**config.mk**
```make
export PLATFORM = sky130hd
export DESIGN_NAME = fp_scan_flat
export DESIGN_NICKNAME = d
export VERILOG_FILES = /design/src/rtl/fp_scan_if.sv /design/src/rtl/fp_scan.sv /design/src/flat_wrapper.sv
export SDC_FILE = /design/constraint.sdc
export NUM_CORES = 1
export LEC_CHECK = 0
export CAP_MARGIN = 20
export CORE_MARGIN = 1.5
export CORE_UTILIZATION = 50
export DETAILED_ROUTE_END_ITERATION = 7
export PLACE_DENSITY = 0.75
export SYNTH_ARGS = -nofsm -noshare
export SYNTH_HDL_FRONTEND = slang
export SYNTH_SLANG_ARGS = --single-unit
```
**constraint.sdc**
```tcl
create_clock -name clock -period 4.2 [get_ports clock]
set_clock_uncertainty 0.05 [all_clocks]
set_input_delay 0.84 -clock clock [delete_from_list [all_inputs] [get_ports clock]]
set_output_delay 0.84 -clock clock [all_outputs]
set_load 0.05 [all_outputs]
```
**src/rtl/fp_scan_if.sv**
```systemverilog
// Front-panel scan bus: LED images and switch levels on the logic side, row/column/sense on the matrix side.
interface fp_scan_if;
  logic [0:11] addr_leds;
  logic [0:11] data_leds;
  logic [0:2]  ema_leds;
  logic        run_led;
  logic        power_led;
  logic [0:2]  row_n;
  logic [0:11] col;
  logic [0:11] sense;
  logic [0:8]  fnsw;
  logic [0:3]  rotsw;
  logic        frame_tick;

  // Scan controller side.
  modport master (
    input  addr_leds, data_leds, ema_leds, run_led, power_led, sense,
    output row_n, col, fnsw, rotsw, frame_tick
  );

  // Panel logic / matrix side.
  modport slave (
    output addr_leds, data_leds, ema_leds, run_led, power_led, sense,
    input  row_n, col, fnsw, rotsw, frame_tick
  );
endinterface

```
**src/rtl/fp_scan.sv**
```systemverilog
// Three-row multiplexed front-panel scanner with switch debouncing.
module fp_scan #(
  parameter int unsigned ROW_CYCLES     = 8333,
  parameter int unsigned BLANK_CYCLES   = 16,
  parameter int unsigned DEBOUNCE_SCANS = 4
) (
  input  logic      clock,
  input  logic      reset,
  fp_scan_if.master pnl
);

  localparam int unsigned CNT_W = $clog2(ROW_CYCLES);
  localparam int unsigned NSW   = 13;  // 9 function switches + 4 rotary bits
  localparam int unsigned DB_W  = 3;
  localparam logic [CNT_W-1:0] BLANK_LAST = CNT_W'(BLANK_CYCLES - 1);
  localparam logic [CNT_W-1:0] ROW_LAST   = CNT_W'(ROW_CYCLES - 1);
  localparam logic [DB_W-1:0]  DB_LAST    = DB_W'(DEBOUNCE_SCANS - 1);

  typedef enum logic {ST_BLANK, ST_DRIVE} state_e;

  state_e           state_q, state_d;
  logic [CNT_W-1:0] cnt_q, cnt_d;
  logic [1:0]       row_q, row_d;
  logic [0:2]       row_n_q, row_n_d;
  logic [0:11]      col_q, col_d;
  logic             frame_tick_q, frame_tick_d;
  logic             sample_en;
  logic [0:11]      image;
  logic [0:11]      sync1_q, sync2_q;
  logic [0:NSW-1]   samp, samp_mask;
  logic [0:NSW-1]   db_q, db_d;
  logic [DB_W-1:0]  dbc_q [NSW];
  logic [DB_W-1:0]  dbc_d [NSW];
  logic [0:3]       rotsw_q, rotsw_d;
  logic             unused_sense;

  // Row image selected by the current row.
  always_comb begin
    image = '0;
    case (row_q)
      2'd0:    image = pnl.addr_leds;
      2'd1:    image = pnl.data_leds;
      2'd2:    image = {pnl.ema_leds, pnl.run_led, pnl.power_led, 7'b0};
      default: image = '0;
    endcase
  end

  // State register: slot phase, slot counter and row index.
  always_ff @(posedge clock) begin
    if (reset) begin
      state_q <= ST_BLANK;
      cnt_q   <= '0;
      row_q   <= 2'd0;
    end else begin
      state_q <= state_d;
      cnt_q   <= cnt_d;
      row_q   <= row_d;
    end
  end

  // Next state: blank lead-in, then drive until the slot ends and the row advances.
  always_comb begin
    state_d = state_q;
    cnt_d   = cnt_q + CNT_W'(1);
    row_d   = row_q;
    case (state_q)
      ST_BLANK: begin
        if (cnt_q == BLANK_LAST) state_d = ST_DRIVE;
      end
      ST_DRIVE: begin
        if (cnt_q == ROW_LAST) begin
          state_d = ST_BLANK;
          cnt_d   = '0;
          row_d   = (row_q == 2'd2) ? 2'd0 : row_q + 2'd1;
        end
      end
      default: state_d = ST_BLANK;
    endcase
  end

  // Outputs: snapshot image and pull the row low on drive entry, go idle and sample at slot end.
  always_comb begin
    row_n_d      = row_n_q;
    col_d        = col_q;
    frame_tick_d = 1'b0;
    sample_en    = 1'b0;
    case (state_q)
      ST_BLANK: begin
        if (cnt_q == BLANK_LAST) begin
          col_d   = image;
          row_n_d = ~(3'b100 >> row_q);
        end
      end
      ST_DRIVE: begin
        if (cnt_q == ROW_LAST) begin
          col_d        = '0;
          row_n_d      = 3'b111;
          frame_tick_d = (row_q == 2'd2);
          sample_en    = 1'b1;
        end
      end
      default: ;
    endcase
  end

  // Registered matrix drivers and frame pulse.
  always_ff @(posedge clock) begin
    if (reset) begin
      row_n_q      <= 3'b111;
      col_q        <= '0;
      frame_tick_q <= 1'b0;
    end else begin
      row_n_q      <= row_n_d;
      col_q        <= col_d;
      frame_tick_q <= frame_tick_d;
    end
  end

  // Two-stage synchronizer for the asynchronous sense lines.
  always_ff @(posedge clock) begin
    if (reset) begin
      sync1_q <= '0;
      sync2_q <= '0;
    end else begin
      sync1_q <= pnl.sense;
      sync2_q <= sync1_q;
    end
  end

  // Sense bits 9..11 carry no switches.
  assign unused_sense = ^sync2_q[9:11];

  // Debounce: count consecutive disagreeing samples, accept on the threshold.
  always_comb begin
    samp      = {sync2_q[0:8], sync2_q[0:3]};
    samp_mask = '0;
    if (sample_en) begin
      if (row_q == 2'd0) samp_mask = {9'h1FF, 4'h0};
      if (row_q == 2'd1) samp_mask = {9'h000, 4'hF};
    end
    db_d = db_q;
    for (int unsigned i = 0; i < NSW; i++) begin
      dbc_d[i] = dbc_q[i];
      if (samp_mask[i]) begin
        if (samp[i] == db_q[i]) begin
          dbc_d[i] = '0;
        end else if (dbc_q[i] == DB_LAST) begin
          db_d[i]  = samp[i];
          dbc_d[i] = '0;
        end else begin
          dbc_d[i] = dbc_q[i] + DB_W'(1);
        end
      end
    end
    // Rotary only follows a clean one-hot detent.
    rotsw_d = $onehot(db_d[9:12]) ? db_d[9:12] : rotsw_q;
  end

  // Debounce state and rotary hold register.
  always_ff @(posedge clock) begin
    if (reset) begin
      db_q    <= '0;
      rotsw_q <= '0;
      for (int unsigned i = 0; i < NSW; i++) dbc_q[i] <= '0;
    end else begin
      db_q    <= db_d;
      rotsw_q <= rotsw_d;
      for (int unsigned i = 0; i < NSW; i++) dbc_q[i] <= dbc_d[i];
    end
  end

  assign pnl.row_n      = row_n_q;
  assign pnl.col        = col_q;
  assign pnl.fnsw       = db_q[0:8];
  assign pnl.rotsw      = rotsw_q;
  assign pnl.frame_tick = frame_tick_q;

endmodule

```
**src/flat_wrapper.sv**
```systemverilog
// flat-port wrapper written by rule: the top's interface ports become plain ports
module fp_scan_flat 
#(
  parameter int unsigned ROW_CYCLES     = 8333,
  parameter int unsigned BLANK_CYCLES   = 16,
  parameter int unsigned DEBOUNCE_SCANS = 4
)
  (clock, reset, pnl_addr_leds, pnl_data_leds, pnl_ema_leds, pnl_run_led, pnl_power_led, pnl_sense, pnl_row_n, pnl_col, pnl_fnsw, pnl_rotsw, pnl_frame_tick);
  fp_scan_if pnl_i ();
  input  logic clock;
  input  logic reset;
  input wire logic [$bits(pnl_i.addr_leds)-1:0] pnl_addr_leds;
  input wire logic [$bits(pnl_i.data_leds)-1:0] pnl_data_leds;
  input wire logic [$bits(pnl_i.ema_leds)-1:0] pnl_ema_leds;
  input wire logic [$bits(pnl_i.run_led)-1:0] pnl_run_led;
  input wire logic [$bits(pnl_i.power_led)-1:0] pnl_power_led;
  input wire logic [$bits(pnl_i.sense)-1:0] pnl_sense;
  output wire logic [$bits(pnl_i.row_n)-1:0] pnl_row_n;
  output wire logic [$bits(pnl_i.col)-1:0] pnl_col;
  output wire logic [$bits(pnl_i.fnsw)-1:0] pnl_fnsw;
  output wire logic [$bits(pnl_i.rotsw)-1:0] pnl_rotsw;
  output wire logic [$bits(pnl_i.frame_tick)-1:0] pnl_frame_tick;
  assign pnl_i.addr_leds = pnl_addr_leds;
  assign pnl_i.data_leds = pnl_data_leds;
  assign pnl_i.ema_leds = pnl_ema_leds;
  assign pnl_i.run_led = pnl_run_led;
  assign pnl_i.power_led = pnl_power_led;
  assign pnl_i.sense = pnl_sense;
  assign pnl_row_n = pnl_i.row_n;
  assign pnl_col = pnl_i.col;
  assign pnl_fnsw = pnl_i.fnsw;
  assign pnl_rotsw = pnl_i.rotsw;
  assign pnl_frame_tick = pnl_i.frame_tick;
  fp_scan #(.ROW_CYCLES(ROW_CYCLES), .BLANK_CYCLES(BLANK_CYCLES), .DEBOUNCE_SCANS(DEBOUNCE_SCANS)) u_core (.clock(clock), .reset(reset), .pnl(pnl_i));
endmodule
```
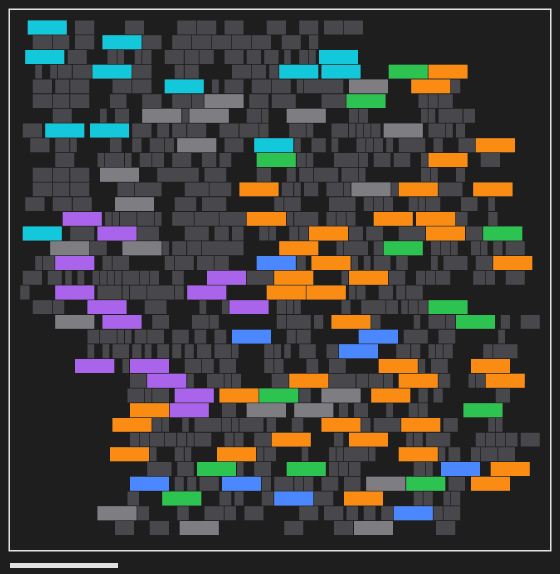
*Sequential cells grouped by signal name, run 1*
Scale bar: 20 um. Other sequential cells in the stronger grey, the rest of the logic in the fainter grey.
Blue is `u_core.sync2_q`, sequential cells 9, where bottom middle. Purple is `u_core.cnt_q`, sequential cells 14, where left middle. Orange is `u_core.dbc_q`, sequential cells 39. Cyan is `u_core.pnl.col`, sequential cells 12. Green is `u_core.db_q`, sequential cells 13.
core utilization of the finished layout: 60.6%
Sequential Power: 1.03 mW

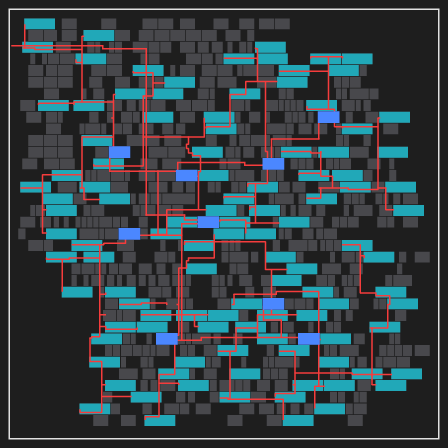
*Clock wires, drivers and flops, run 1*
Blue is clock drivers, count 9. Red is clock wires, length 1190 um. Cyan is flip-flops, count 107.
There are 10 routed clock nets. Position of the flops: spread over the die.

==> GITHUB_STEP_SUMMARY, run 1 <==
### Flow metrics

| Metric | Value |
|---|---|
| Grt total ovfl | `0` |
| # Max-Cap Violations | `0` |
| Die area | `~10000 sq um` |
| Endpoint of the worst-slack reg-to-reg timing path | `u_core.pnl.rotsw[2]$_SDFFE_PP0N_` |
| Clock transition at the registers of the reported paths | `around 0.10 ns` |
| Power consumption | `1.71 mW` |
| CTS buffer count | `9` |
| Headroom to the max-slew limit | `between 30% and 40%` |
| Top cells by area | `sky130_fd_sc_hd__dfxtp_1 46%, sky130_fd_sc_hd__a21oi_1 5.2%, sky130_fd_sc_hd__ha_1 4.8%` |
| Number of DRC violations after detailed routing | `0` |
| Clock sink count | `~110` |
| Remaining antenna violation count after routing | `0` |
| Ratio of routed vias to standard cells | `about 5.4` |
| Chip area in the Yosys report | `4680 sq um` |
| Antenna violations before repair | `0` |
| Die Height | `around 100 um` |
| Number of iterations in the first detailed-routing pass | `4` |
| Worst Tran Pin Value | `0.978 ns` |
| Register-to-register setup slack | `0.36 ns` |
| Commonest flop | `sky130_fd_sc_hd__dfxtp_1` |
| Critical path endpoint | `u_core.pnl.rotsw[2]$_SDFFE_PP0N_` |
| Setup repair after global routing missed its margin | `no` |
| Number of buffer cells added on primary ports | `68` |
| Count of routing violations after the opening detailed-route iteration | `approximately 100` |
| Tmin final | `around 3.8 ns` |
| Net count of the mapped netlist | `~580` |
| Worst VDD drop | `214 uV` |
| Growth of design area from synthesis to finish | `18.4%` |
| Syn. warnings | `0` |
| Filler Cells Inserted | `~800` |
| Worst Path Required | `about 4.4 ns` |
| Sequential cell area fraction in the yosys report | `45.7%` |
| HP Class | `flop to flop` |
| Total routed wirelength | `9.25 mm` |
| Clock Tree Root | `sky130_fd_sc_hd__clkbuf_8` |
| Number of diodes | `0` |
| Highest-count cells in the layout ignoring fill and taps | `107 x sky130_fd_sc_hd__dfxtp_1, 67 x sky130_fd_sc_hd__clkdlybuf4s50_1, 49 x sky130_fd_sc_hd__a21oi_1` |
| Die outline width | `99.8 um` |
| Hold Crit Endpoint | `u_core.sync2_q[5]$_SDFF_PP0_` |
| Fraction of post-synthesis cell area in the top cell type by area | `a little under half` |
| Proportion of layout cells with a drive suffix above 1 | `a little under 7%` |
| Number of register bits inferred by synthesis | `~110` |
| Area after DPL | `about 5400 sq um` |
| Depth of the CTS H-tree | `3` |
| Final GP Congestion | `approximately 0.8` |
| Cell count of the worst reg-to-reg path | `11` |
| Data arrival time of the critical path | `between 4 and 5 ns` |
| Cell types with the highest counts after synthesis | `107 x sky130_fd_sc_hd__dfxtp_1, 49 x sky130_fd_sc_hd__a21oi_1, 42 x sky130_fd_sc_hd__nand2_1` |
| Most popular library cell in the synthesized design by count | `sky130_fd_sc_hd__dfxtp_1` |
| Syn Std Cell Area | `around 4700 sq um` |
| Result of the run | `finished, final reports clean` |
| Total routing resource utilization after global routing | `approximately 19%` |
| Startpoint of the worst-slack reg-to-reg timing path | `u_core.cnt_q[6]$_SDFF_PP0_` |
| Syn Area/Cell | `9.13 sq um` |
| Final instance area | `~5500 sq um` |
| Crit path capture type | `flop` |
| Final tally of max-slew violations | `0` |
| Async SR Flop Fraction | `0%` |
| Total instance count after detailed placement | `approximately 660` |
| Nature of the critical path startpoint | `flop` |
| First-pass GRT wire length | `~16 mm` |
| Insertion Delay late pin | `about 0.37 ns` |
| HPWL Detailed | `about 6.5 mm` |
| Maximum number of pins on one net before global-route repair | `around 50` |
| Startpoint of the most critical setup path | `u_core.cnt_q[6]$_SDFF_PP0_` |
| Total Neg Setup Slack | `0 ns` |
| Total cells reported by yosys after synthesis | `roughly 510` |
| Lkg Pwr | `between 2 and 2.5 nW` |
| Distinct cell type count of the synthesized netlist | `47` |
| Final setup violation count | `0` |
| Largest fanout of any net on the critical path | `11` |
| Number of nets in the layout | `about 630` |
| Number of vias after detailed routing | `roughly 3600` |
| FP Util | `roughly 50%` |
| Vias in the first global route | `between 3000 and 4000` |
| Count of flip-flops with a built-in enable after synthesis | `0` |
| Worst Hold Launch | `u_core.sync1_q[5]$_SDFF_PP0_` |
| Cell type with the largest total area | `sky130_fd_sc_hd__dfxtp_1` |
| Peak clock frequency supported by timing | `roughly 260 MHz` |
| Post-synthesis instance total | `between 500 and 600` |
| Number of buffers inserted by post-CTS setup repair | `0` |
| Total power per unit cell area | `308 nW/um^2` |
| Largest buffer count on any clock path | `2` |
| Number of top-level pins | `roughly 72` |
| OpenROAD warnings | `30` |
| Hold violation count in the final report | `0` |
| TritonCTS clock tree | `yes` |
| Drt wl/cell | `13.6 um` |
| Critical path type | `flop to flop` |
| Ratio of final minimum period to clock period | `roughly nine tenths` |
| Most frequent standard cell in the layout excluding fill and tap cells | `sky130_fd_sc_hd__dfxtp_1` |
| Worst Hold Path Cells | `1` |
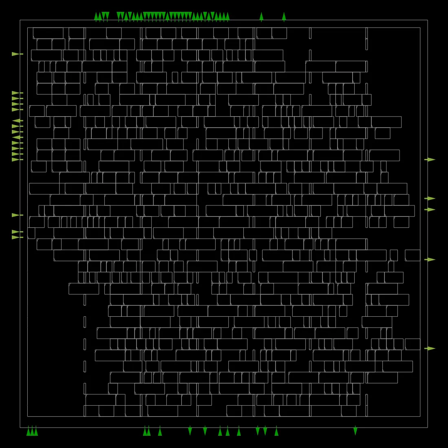
*Cell outlines without signal wires, run 1*
Layout Cells excl Fill: 679
area of the placeable core: 9150 sq um
row count: 35
Seq Cell Count: 107
total number of tap cells: 111

-- run 1: report_power, final --
part	internal [mW]	switching, mW	total (mW)
Clock	0.239	0.360	0.598
Sequential	1.02	0.00812	1.03
Combinational	0.0466	0.0328	0.0795
Total	1.31	0.401	1.71
-- run 1: stage by stage --
step / util (%) / setup slack, ns / hold WS (ns)
after floorplan: - / 0.422 / 0.364
after global routing: 60.6 / 0.0728 / 0.413
after detailed placement: 58.5 / 0.144 / 0.379
final: 60.6 / 0.364 / 0.389
after CTS: 60.5 / 0.129 / 0.395
after global placement: 58.5 / 0.281 / 0.368
-- run 1: worst max-delay path, stage by stage, from the launching register on --
cell,delay (ns)
sky130_fd_sc_hd__dfxtp_1,0.37
sky130_fd_sc_hd__or4_4,0.67
sky130_fd_sc_hd__or4_4,0.65
sky130_fd_sc_hd__o31ai_2,0.28
sky130_fd_sc_hd__nand2_1,0.09
sky130_fd_sc_hd__ha_1,0.30
sky130_fd_sc_hd__ha_1,0.20
sky130_fd_sc_hd__fa_1,0.45
sky130_fd_sc_hd__nor3b_1,0.22
sky130_fd_sc_hd__buf_4,0.19
sky130_fd_sc_hd__nor2_1,0.04
sky130_fd_sc_hd__a311oi_1,0.24
-- run 1: cell type report --
class / instances / area [sq um] / area share, %
Sequential cell: 107 / 2140 / 38.6
Tap cell: 111 / 139 / 2.50
Timing Repair Buffer: 74 / 721 / 13.0
Inverter: 18 / 67.6 / 1.22
Clock buffer: 10 / 138 / 2.48
Clock inverter: 6 / 48.8 / 0.880
Multi-Input combinational cell: 353 / 2290 / 41.3
-- run 1: state kept, by name, indices dropped and copies added (netlist names) --
signal / cells
u_core.pnl.col: 12
u_core.db_q: 13
u_core.pnl.frame_tick: 1
u_core.sync1_q: 9
u_core.sync2_q: 9
u_core.state_q: 1
u_core.cnt_q: 14
u_core.pnl.rotsw: 4
u_core.dbc_q: 39
u_core.row_q: 2
u_core.pnl.row_n: 3
-- run 1: kinds of logic (layout without fill, tap and decap cells) --
logic type	after synthesis	in the layout	synth area share [%]
and+or+nand+nor	203	203	24.8
DFF	107	107	45.7
AOI/OAI and AO/OA	101	101	12.7
buffers and inverters	53	108	5.72
xor gates and xnor gates	24	24	4.49
adders and majority gates	19	19	5.24
muxes	6	6	1.28
-- run 1: per-layer routing --
layer  up-vias  global-route usage, %  wire length, um
met5         -                      0                0
li1       1861                      -                -
met1      1732                   23.7             4270
met3         9                   4.39              246
met2        44                   34.2             4630
met4         0                   5.09              101
-- run 1: what timing repair did --
item                       in CTS  in global routing
hold buffers                    0                  0
gates resized                   0                  4
setup endpoints to repair       0                  4
==> inputs of run 2 (changes only) <==
Settings changed: CORE_UTILIZATION 50 to 48.
Clock period 4.2 ns to 3.3 ns, I/O delays scaled along.
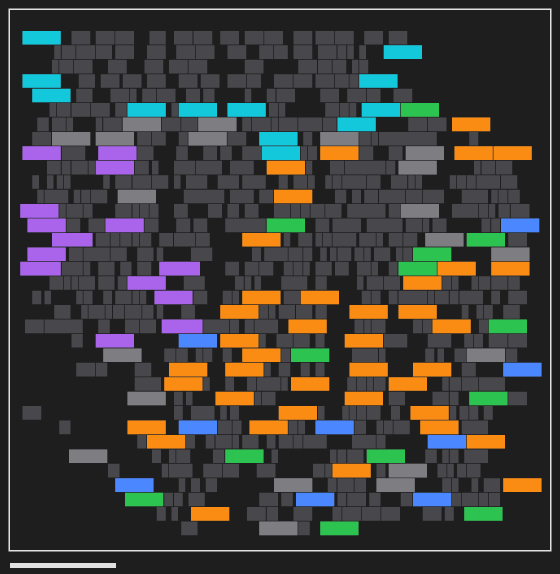
*Sequential cells grouped by signal name, run 2*
Scale bar: 20 um. Other sequential cells in the stronger grey, the rest of the logic in the fainter grey.
Purple is `u_core.cnt_q`, sequential cells 14, where left middle. Cyan is `u_core.pnl.col`, sequential cells 12. Blue is `u_core.sync2_q`, sequential cells 9. Green is `u_core.db_q`, sequential cells 13. Orange is `u_core.dbc_q`, sequential cells 39.
Another 20 sequential cells are not coloured.

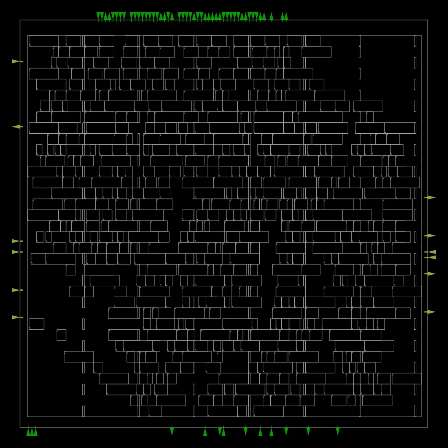
*Cell outlines without signal wires, run 2*
area of the placeable core: 9370 sq um
core utilization of the finished layout: 62.8%
Filler Cells Inserted: 791

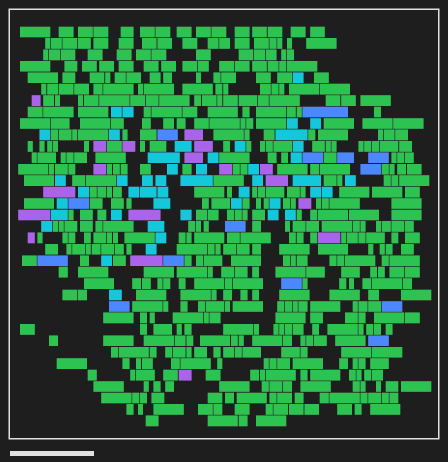
*Cell sizes after repair, run 2*
Scale bar: 20 um.
Purple is _2 cells, cells 18, share 3.0%. Green is _0 and _1 cells, cells 521, share 87%, most used dfxtp_1. Blue is _6 and larger, cells 14, share 2.3%, most used clkbuf_8. Cyan is _3 and _4 cells, cells 47, share 7.8%, most used buf_4.
growth of design area from synthesis to finish: 25.6%
final instance area: 5890 sq um
buffers outside the clock class: 106
fin worst setup slack: -0.207 ns

==> run 2 against run 1 <==
  * Area after synthesis is the same
  * Sequential cell count is the same
  * The run now ends with negative setup slack left
  * Fmax grew 9.4%
  * Via count grew 4.2%
  * Count of clock-buffer cells in the layout grew 3
  * Largest cell class unchanged
==> GITHUB_STEP_SUMMARY, run 2 <==
### Flow metrics

| Metric | Value |
|---|---|
| Result of the run | `complete, but fails checks` |
| Violations in the final reports | `negative setup slack` |
| Lkg Pwr | `2.19 nW (+8.4%)` |
| Distinct cell type count of the synthesized netlist | `47 (unchanged)` |
| Power consumption | `2.24 mW (+31%)` |
| Final GP Congestion | `0.820 (+5.4%)` |
| Remaining antenna violation count after routing | `0 (unchanged)` |
| Proportion of layout cells with a drive suffix above 1 | `13.2% (+6.3 points)` |
| Peak clock frequency supported by timing | `285 MHz (+9.4%)` |
| Flip-flop count of the largest register, all copies and words added | `39 (unchanged)` |
| Clock sink count | `107 (unchanged)` |
| OpenROAD warnings | `33 (+10%)` |
| Most frequent standard cell in the layout excluding fill and tap cells | `sky130_fd_sc_hd__dfxtp_1` |
| Ratio of final minimum period to clock period | `106% (+15 points)` |
| FP Util | `50.0% (-1.2 points)` |
| Count of routing violations after the opening detailed-route iteration | `124 (+24%)` |
| Commonest flop | `sky130_fd_sc_hd__dfxtp_1` |
| Final setup violation count | `4 (+4)` |
| Number of register bits inferred by synthesis | `107 (unchanged)` |
| Nature of the critical path startpoint | `flop` |
| Syn. warnings | `0 (unchanged)` |
| Register Area | `2150 sq um (+0.23%)` |
| Critical path type | `flop to flop` |
| Most popular library cell in the synthesized design by count | `sky130_fd_sc_hd__dfxtp_1` |
| HPWL Detailed | `6.96 mm (+7.6%)` |
| Biggest register | `u_core.dbc_q` |
| Hold violation count in the final report | `0 (unchanged)` |
| Die outline width | `102 um (+2.0%)` |
| Post-synthesis instance total | `513 (unchanged)` |
| Net count of the mapped netlist | `575 (unchanged)` |
| Number of top-level pins | `72 (unchanged)` |
| Drt wl/cell | `13.7 um (+0.43%)` |
| CTS buffer count | `9 (unchanged)` |
| Multi-input gate area | `2330 sq um (+1.6%)` |
| Worst VDD drop | `306 uV (+43%)` |
| Cell type with the largest total area | `sky130_fd_sc_hd__dfxtp_1` |
| Worst Hold Path Cells | `1 (unchanged)` |
| HP Class | `flop to flop` |
| Hold buffer count at CTS | `0 (unchanged)` |
| Largest buffer count on any clock path | `2 (unchanged)` |
| Die area | `10400 sq um (+4.0%)` |
| Depth of the CTS H-tree | `3 (unchanged)` |
| Number of iterations in the first detailed-routing pass | `4 (unchanged)` |
| Clock transition at the registers of the reported paths | `0.09 ns (about the same)` |
| Final tally of max-slew violations | `0 (unchanged)` |
| Antenna violations before repair | `0 (unchanged)` |
| Clock Tree Root | `sky130_fd_sc_hd__clkbuf_8` |
| Row count | `35 (unchanged)` |
| # Max-Cap Violations | `0 (unchanged)` |
| Number of buffer cells added on primary ports | `68 (unchanged)` |
| Endpoint of the worst-slack reg-to-reg timing path | `u_core.pnl.rotsw[2]$_SDFFE_PP0N_` |
| Largest registers | `u_core.dbc_q (39), u_core.cnt_q (14), u_core.db_q (13)` |
| Chip area in the Yosys report | `4680 sq um (unchanged)` |
| Die Height | `102 um (+2.0%)` |
| First-pass GRT wire length | `16.5 mm (+4.4%)` |
| Data arrival time of the critical path | `3.74 ns (-0.32 ns)` |
| Startpoint of the worst-slack reg-to-reg timing path | `u_core.cnt_q[10]$_SDFF_PP0_` |
| Number of nets in the layout | `657 (+5.1%)` |
| Number of vias after detailed routing | `3799 (+4.2%)` |
| Count of flip-flops with a built-in enable after synthesis | `0 (unchanged)` |
| Fraction of post-synthesis cell area in the top cell type by area | `45.7% (unchanged)` |
| Syn Area/Cell | `9.13 sq um (unchanged)` |
| Largest fanout of any net on the critical path | `8 (-3)` |
| Total power per unit cell area | `380 nW/um^2 (+23%)` |
| Worst Hold Launch | `u_core.sync1_q[7]$_SDFF_PP0_` |
| Syn Std Cell Area | `4680 sq um (unchanged)` |
| Total cells reported by yosys after synthesis | `513 (unchanged)` |
| Cell types with the highest counts after synthesis | `107 x sky130_fd_sc_hd__dfxtp_1, 49 x sky130_fd_sc_hd__a21oi_1, 42 x sky130_fd_sc_hd__nand2_1` |
| Ratio of routed vias to standard cells | `5.21 (-3.0%)` |
| Grt total ovfl | `0 (unchanged)` |
| Register-to-register setup slack | `-0.21 ns (-0.57 ns)` |
| Setup repair after global routing missed its margin | `yes` |
| Top cells by area | `sky130_fd_sc_hd__dfxtp_1 46%, sky130_fd_sc_hd__a21oi_1 5.2%, sky130_fd_sc_hd__ha_1 4.8%` |
| Highest-count cells in the layout ignoring fill and taps | `103 x sky130_fd_sc_hd__dfxtp_1, 67 x sky130_fd_sc_hd__clkdlybuf4s50_1, 49 x sky130_fd_sc_hd__a21oi_1` |
| Maximum number of pins on one net before global-route repair | `75 (+50%)` |
| Insertion Delay late pin | `0.37 ns (about the same)` |
| Total routing resource utilization after global routing | `20.0% (+0.71 points)` |
| Vias in the first global route | `3658 (+0.77%)` |
| Tmin final | `3.51 ns (-0.328 ns)` |
| TritonCTS clock tree | `yes` |
| Worst Path Required | `3.53 ns (-0.90 ns)` |
| Number of DRC violations after detailed routing | `0 (unchanged)` |
| Crit path capture type | `flop` |
| Async SR Flop Fraction | `0% (unchanged)` |
| Total Neg Setup Slack | `-0.685 ns (-0.685 ns)` |
| Total routed wirelength | `9.97 mm (+7.8%)` |
| Number of diodes | `0 (unchanged)` |
| Fin worst setup slack | `-0.207 ns (-0.572 ns)` |
| Cell count of the worst reg-to-reg path | `11 (unchanged)` |
| Hold Crit Endpoint | `u_core.sync2_q[7]$_SDFF_PP0_` |
| Worst Tran Pin Value | `0.719 ns (-0.259 ns)` |
| Sequential cell area fraction in the yosys report | `45.7% (unchanged)` |
| Headroom to the max-slew limit | `51.7% (+17 points)` |
run 2: through the flow:
step,worst slack [ns],cell area [sq um],std cells,hold slack (ns)
2_1_floorplan,-0.0745,4730,513,0.364
3_3_place_gp,-0.145,5600,706,0.367
3_5_place_dp,-0.261,5600,706,0.376
4_1_cts,-0.219,5860,727,0.397
5_1_grt,-0.390,5890,729,0.405
6_report,-0.207,5890,729,0.392
run 2: cell type report:
| cell class | count | share of cell area [%] |
|---|---|---|
| tap | 129 | 2.74 |
| clock inverter | 3 | 0.787 |
| clock buffer | 13 | 2.70 |
| timing repair buffer | 106 | 16.6 |
| inverter | 18 | 1.15 |
| sequential | 107 | 36.5 |
| multi-input combinational | 353 | 39.5 |
run 2: cells by family after synthesis:
logic type / share of synthesized area (%)
AOI/OAI and AO/OA: 12.7
xor gates and xnor gates: 4.49
adders and majority gates: 5.24
buffers and inverters: 5.72
DFF: 45.7
muxes: 1.28
and+or+nand+nor: 24.8
run 2: what timing repair did:
action | in CTS | in global routing
setup endpoints to repair | 4 | 4
cloned | 0 | 0
resized | 3 | 2
pin swaps | 3 | 2
buffers inserted | 5 | 2
run 2: worst max path at each step:
stage | start | endpoint | slack, ns | cells after the start
floorplan | u_core.cnt_q[12]$_SDFF_PP0_ | u_core.pnl.rotsw[1]$_SDFFE_PP0N_ | -0.07 | 11
finish | u_core.cnt_q[10]$_SDFF_PP0_ | u_core.pnl.rotsw[2]$_SDFFE_PP0N_ | -0.21 | 11
global route | u_core.cnt_q[10]$_SDFF_PP0_ | u_core.pnl.rotsw[2]$_SDFFE_PP0N_ | -0.39 | 11
CTS | u_core.cnt_q[12]$_SDFF_PP0_ | u_core.pnl.rotsw[1]$_SDFFE_PP0N_ | -0.22 | 11
global placement | u_core.cnt_q[10]$_SDFF_PP0_ | u_core.pnl.rotsw[1]$_SDFFE_PP0N_ | -0.14 | 10
detailed placement | u_core.cnt_q[10]$_SDFF_PP0_ | u_core.pnl.rotsw[0]$_SDFFE_PP0N_ | -0.26 | 10
run 2: critical path: stages (launching register included):
cell and delay (ns):
sky130_fd_sc_hd__dfxtp_2 0.33, sky130_fd_sc_hd__or4_4 0.52, sky130_fd_sc_hd__or4_4 0.64, sky130_fd_sc_hd__o31ai_4 0.21
sky130_fd_sc_hd__nand2_1 0.09, sky130_fd_sc_hd__ha_1 0.29, sky130_fd_sc_hd__ha_2 0.19, sky130_fd_sc_hd__fa_1 0.47
sky130_fd_sc_hd__nor3b_4 0.25, sky130_fd_sc_hd__buf_6 0.15, sky130_fd_sc_hd__nor2_1 0.04, sky130_fd_sc_hd__a311oi_1 0.20
run 2: routing by layer:
layer / vias up / GRT usage (%) / share of wire, % / routed length (um)
li1: 1932 / - / - / -
met1: 1804 / 24.3 / 45 / 4470
met2: 43 / 34.4 / 50 / 5030
met3: 20 / 4.28 / 2.7 / 268
met4: 0 / 8.01 / 2.0 / 199
met5: - / 0 / 0 / 0
run 2: report_power, final:
part,switching (mW),internal [mW]
logic,0.0449,0.0630
registers,0.00816,1.30
clock network,0.424,0.395
==> inputs of run 3 (changes only) <==
Settings changed: RECOVER_POWER set to 100.
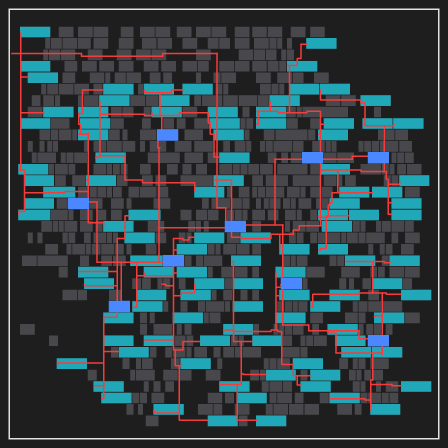
*Clock wires, drivers and flops, run 3*
Cyan is flip-flops, count 107. Red is clock wires, length 1180 um. Blue is clock drivers, count 9.
There are 10 routed clock nets. Position of the flops: spread over the die.

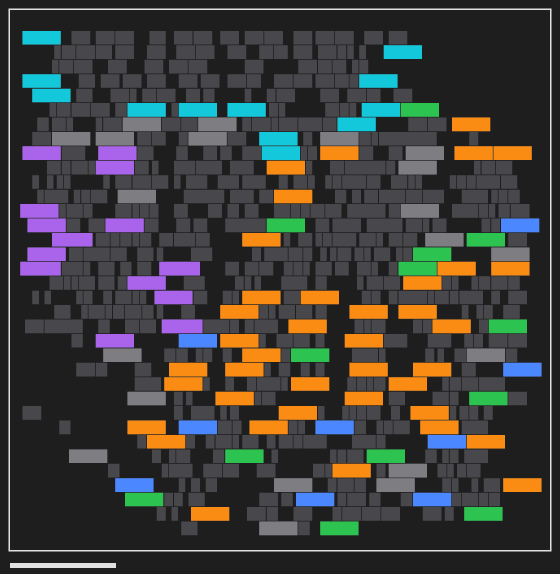
*Sequential cells grouped by signal name, run 3*
Scale bar: 20 um. Other sequential cells in the stronger grey, the rest of the logic in the fainter grey.
Orange is `u_core.dbc_q`, sequential cells 39. Green is `u_core.db_q`, sequential cells 13. Blue is `u_core.sync2_q`, sequential cells 9. Purple is `u_core.cnt_q`, sequential cells 14, where left middle. Cyan is `u_core.pnl.col`, sequential cells 12.
Another 20 sequential cells are not coloured.

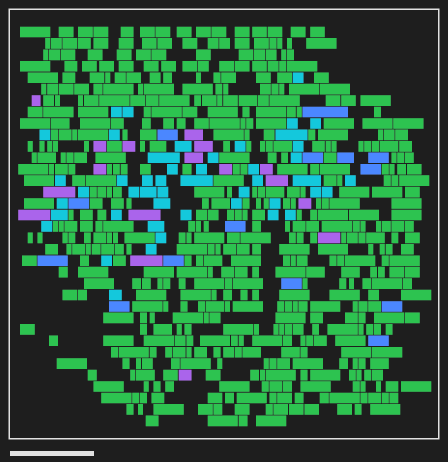
*Cell sizes after repair, run 3*
Scale bar: 20 um.
Cyan is _3 and _4 cells, cells 47, share 7.8%, most used buf_4. Blue is _6 and larger, cells 14, share 2.3%, most used clkbuf_8. Purple is _2 cells, cells 17, share 2.8%. Green is _0 and _1 cells, cells 522, share 87%, most used dfxtp_1.
growth of design area from synthesis to finish: 25.6%
fin worst setup slack: -0.207 ns
final instance area: 5880 sq um

==> run 3 against run 2 <==
  * Global-route usage is the same
  * Final area is essentially flat
  * Sequential power is essentially flat
  * Critical endpoint unchanged
  * The run still ends with negative setup slack left
==> GITHUB_STEP_SUMMARY, run 3 <==
### Flow metrics

| Metric | Value |
|---|---|
| Total power per unit cell area | `380 nW/um^2 (about the same)` |
| Setup repair after global routing missed its margin | `yes` |
| Crit path capture type | `flop` |
| Final tally of max-slew violations | `0 (unchanged)` |
| Nature of the critical path startpoint | `flop` |
| CTS buffer count | `9 (unchanged)` |
| Clock Tree Root | `sky130_fd_sc_hd__clkbuf_8` |
| Chip area in the Yosys report | `4680 sq um (unchanged)` |
| Startpoint of the worst-slack reg-to-reg timing path | `u_core.cnt_q[10]$_SDFF_PP0_` |
| Cell type with the largest total area | `sky130_fd_sc_hd__dfxtp_1` |
| Top cells by area | `sky130_fd_sc_hd__dfxtp_1 46%, sky130_fd_sc_hd__a21oi_1 5.2%, sky130_fd_sc_hd__ha_1 4.8%` |
| Clock transition at the registers of the reported paths | `0.09 ns (about the same)` |
| Final setup violation count | `4 (unchanged)` |
| Total routing resource utilization after global routing | `20.0% (unchanged)` |
| Cell types with the highest counts after synthesis | `107 x sky130_fd_sc_hd__dfxtp_1, 49 x sky130_fd_sc_hd__a21oi_1, 42 x sky130_fd_sc_hd__nand2_1` |
| Area of the placeable core | `9370 sq um (unchanged)` |
| Biggest register | `u_core.dbc_q` |
| Lkg Pwr | `2.19 nW (-0.13%)` |
| Drt wl/cell | `13.7 um (about the same)` |
| Violations in the final reports | `negative setup slack` |
| Number of diodes | `0 (unchanged)` |
| Ratio of final minimum period to clock period | `106% (about the same)` |
| Syn. warnings | `0 (unchanged)` |
| Ratio of routed vias to standard cells | `5.23 (+0.34%)` |
| Die Height | `102 um (unchanged)` |
| Die area | `10400 sq um (unchanged)` |
| Proportion of layout cells with a drive suffix above 1 | `13.0% (-0.17 points)` |
| Syn Std Cell Area | `4680 sq um (unchanged)` |
| Die outline width | `102 um (unchanged)` |
| HPWL Detailed | `6.96 mm (unchanged)` |
| Vias in the first global route | `3658 (unchanged)` |
| Number of DRC violations after detailed routing | `0 (unchanged)` |
| Multi-input gate area | `2330 sq um (unchanged)` |
| Worst VDD drop | `306 uV (unchanged)` |
| Count of routing violations after the opening detailed-route iteration | `123 (-0.81%)` |
| TritonCTS clock tree | `yes` |
| Critical path type | `flop to flop` |
| Final GP Congestion | `0.820 (unchanged)` |
| Count of flip-flops with a built-in enable after synthesis | `0 (unchanged)` |
| Largest fanout of any net on the critical path | `8 (unchanged)` |
| Insertion Delay late pin | `0.37 ns (about the same)` |
| Distinct cell type count of the synthesized netlist | `47 (unchanged)` |
| Area after DPL | `5600 sq um (unchanged)` |
| Antenna violations before repair | `0 (unchanged)` |
| Sequential cell area fraction in the yosys report | `45.7% (unchanged)` |
| Peak clock frequency supported by timing | `285 MHz (about the same)` |
| Number of top-level pins | `72 (unchanged)` |
| Largest registers | `u_core.dbc_q (39), u_core.cnt_q (14), u_core.db_q (13)` |
| Largest buffer count on any clock path | `2 (unchanged)` |
| Tmin final | `3.51 ns (+0.0000150 ns)` |
| Remaining antenna violation count after routing | `0 (unchanged)` |
| Number of vias after detailed routing | `3812 (+0.34%)` |
| Depth of the CTS H-tree | `3 (unchanged)` |
| First-pass GRT wire length | `16.5 mm (unchanged)` |
| Number of iterations in the first detailed-routing pass | `4 (unchanged)` |
| # Max-Cap Violations | `0 (unchanged)` |
| Worst Tran Pin Value | `1.03 ns (+0.307 ns)` |
| Total cells reported by yosys after synthesis | `513 (unchanged)` |
| Total routed wirelength | `9.97 mm (about the same)` |
| Flip-flop count of the largest register, all copies and words added | `39 (unchanged)` |
| Syn Area/Cell | `9.13 sq um (unchanged)` |
| Result of the run | `complete, but fails checks` |
| Hold buffer count at CTS | `0 (unchanged)` |
| Worst Path Required | `3.53 ns (about the same)` |
| Startpoint of the most critical setup path | `u_core.cnt_q[10]$_SDFF_PP0_` |
| Filler Cells Inserted | `791 (unchanged)` |
| Worst hold slack after final layout | `0.392 ns (unchanged)` |
| Fraction of post-synthesis cell area in the top cell type by area | `45.7% (unchanged)` |
| Most frequent standard cell in the layout excluding fill and tap cells | `sky130_fd_sc_hd__dfxtp_1` |
| Number of nets in the layout | `657 (unchanged)` |
| Register Area | `2150 sq um (unchanged)` |
| Data arrival time of the critical path | `3.74 ns (about the same)` |
| Most popular library cell in the synthesized design by count | `sky130_fd_sc_hd__dfxtp_1` |
| Async SR Flop Fraction | `0% (unchanged)` |
| Number of register bits inferred by synthesis | `107 (unchanged)` |
| Fin worst setup slack | `-0.207 ns (-0.0000150 ns)` |
| Row count | `35 (unchanged)` |
| Hold violation count in the final report | `0 (unchanged)` |
| OpenROAD warnings | `33 (unchanged)` |
| Clock sink count | `107 (unchanged)` |
| Number of buffer cells added on primary ports | `68 (unchanged)` |
| FP Util | `50.0% (unchanged)` |
| Commonest flop | `sky130_fd_sc_hd__dfxtp_1` |
| Headroom to the max-slew limit | `31.6% (-20 points)` |
| Net count of the mapped netlist | `575 (unchanged)` |
| Highest-count cells in the layout ignoring fill and taps | `103 x sky130_fd_sc_hd__dfxtp_1, 67 x sky130_fd_sc_hd__clkdlybuf4s50_1, 49 x sky130_fd_sc_hd__a21oi_1` |
| Worst Hold Launch | `u_core.sync1_q[7]$_SDFF_PP0_` |
| Grt total ovfl | `0 (unchanged)` |
| HP Class | `flop to flop` |
| Maximum number of pins on one net before global-route repair | `75 (unchanged)` |
| Post-synthesis instance total | `513 (unchanged)` |
run 3: cell counts after synthesis:
Identical to the previous run, type by type.
run 3: where the power goes:
| part | internal (mW) | switching [mW] |
|---|---|---|
| Combinational | 0.0629 | 0.0449 |
| Sequential | 1.30 | 0.00816 |
| Clock | 0.395 | 0.424 |
| Total | 1.76 | 0.477 |
run 3: final cells by class:
cell class	count	share of cell area, %
multi-input cells	353	39.5
repair buffers	106	16.6
well taps	129	2.74
inverters	18	1.15
flip-flops and latches	107	36.5
clock inverters	3	0.787
clock buffers	13	2.70
run 3: worst paths after layout:
check / end / slack (ns) / depth (start not counted)
setup reg to reg: u_core.pnl.rotsw[2]$_SDFFE_PP0N_ / -0.21 / 11
setup / recovery: u_core.pnl.rotsw[2]$_SDFFE_PP0N_ / -0.21 / 11
hold reg to reg: u_core.sync2_q[7]$_SDFF_PP0_ / 0.39 / 1
hold / removal: u_core.sync2_q[7]$_SDFF_PP0_ / 0.39 / 1
run 3: through the flow:
step	setup slack, ns	TNS, ns	power [mW]	util (%)	cells
floorplan	-0.0745	-0.298	1.39	-	513
CTS	-0.219	-0.766	2.27	62.5	727
finish	-0.207	-0.686	2.24	62.8	729
global route	-0.390	-1.33	2.33	62.8	729
global placement	-0.145	-0.572	1.45	59.8	706
detailed placement	-0.261	-0.840	1.45	59.8	706
run 3: cell families (layout without fill, tap and decap cells):
group                      after synthesis  after routing  share of synthesized area (%)
and+or+nand+nor                        203            203                           24.8
buffers and inverters                   53            140                           5.72
AOI/OAI and AO/OA                      101            101                           12.7
muxes                                    6              6                           1.28
adders and majority gates               19             19                           5.24
DFF                                    107            107                           45.7
xor gates and xnor gates                24             24                           4.49
run 3: metal layers:
layer	vias to the layer above	GRT usage, %	wire, um	share of wire (%)
li1	1932	-	-	-
met1	1815	24.3	4470	45
met2	45	34.4	5030	50
met3	20	4.28	275	2.8
met4	0	8.01	199	2.0
met5	-	0	0	0
run 3: repair_timing:
item / in CTS / in global routing
pin swaps: 3 / 2
setup endpoints to repair: 4 / 4
setup buffers: 5 / 2
resized: 3 / 2
run 3: worst max-delay path, stage by stage, from the launching register on:
cell and delay [ns]:
sky130_fd_sc_hd__dfxtp_2 0.33, sky130_fd_sc_hd__or4_4 0.52, sky130_fd_sc_hd__or4_4 0.64, sky130_fd_sc_hd__o31ai_4 0.21
sky130_fd_sc_hd__nand2_1 0.09, sky130_fd_sc_hd__ha_1 0.29, sky130_fd_sc_hd__ha_2 0.19, sky130_fd_sc_hd__fa_1 0.47
sky130_fd_sc_hd__nor3b_4 0.25, sky130_fd_sc_hd__buf_6 0.15, sky130_fd_sc_hd__nor2_1 0.04, sky130_fd_sc_hd__a311oi_1 0.20

## Gallery

Wiring heat map.
20 x 20 tiles, from dark blue (low) to red (high), scaled to the fullest tile. Values are wire area over tile area, all layers added.
shot_01.png
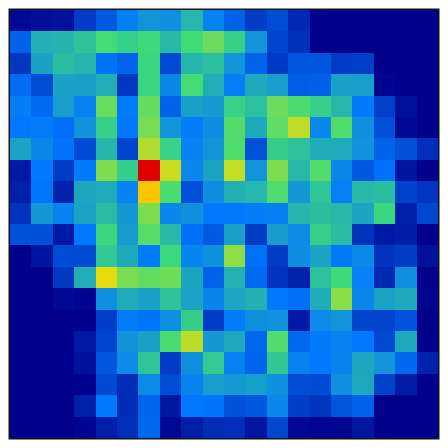
shot_02.png
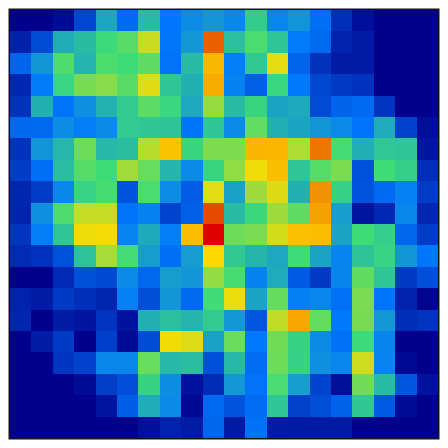
shot_01.png is run 1.
shot_02.png is run 2.

Key to shot_02.png:
21% of the tiles are over half the peak. The mean over all tiles is 0.15. 12% of the tiles are nearly empty. The emptiest ninth of the die: bottom left. The densest ninth of the die: middle. The fullest tile reaches 0.49.

Power is estimated from default activity; no workload was simulated.
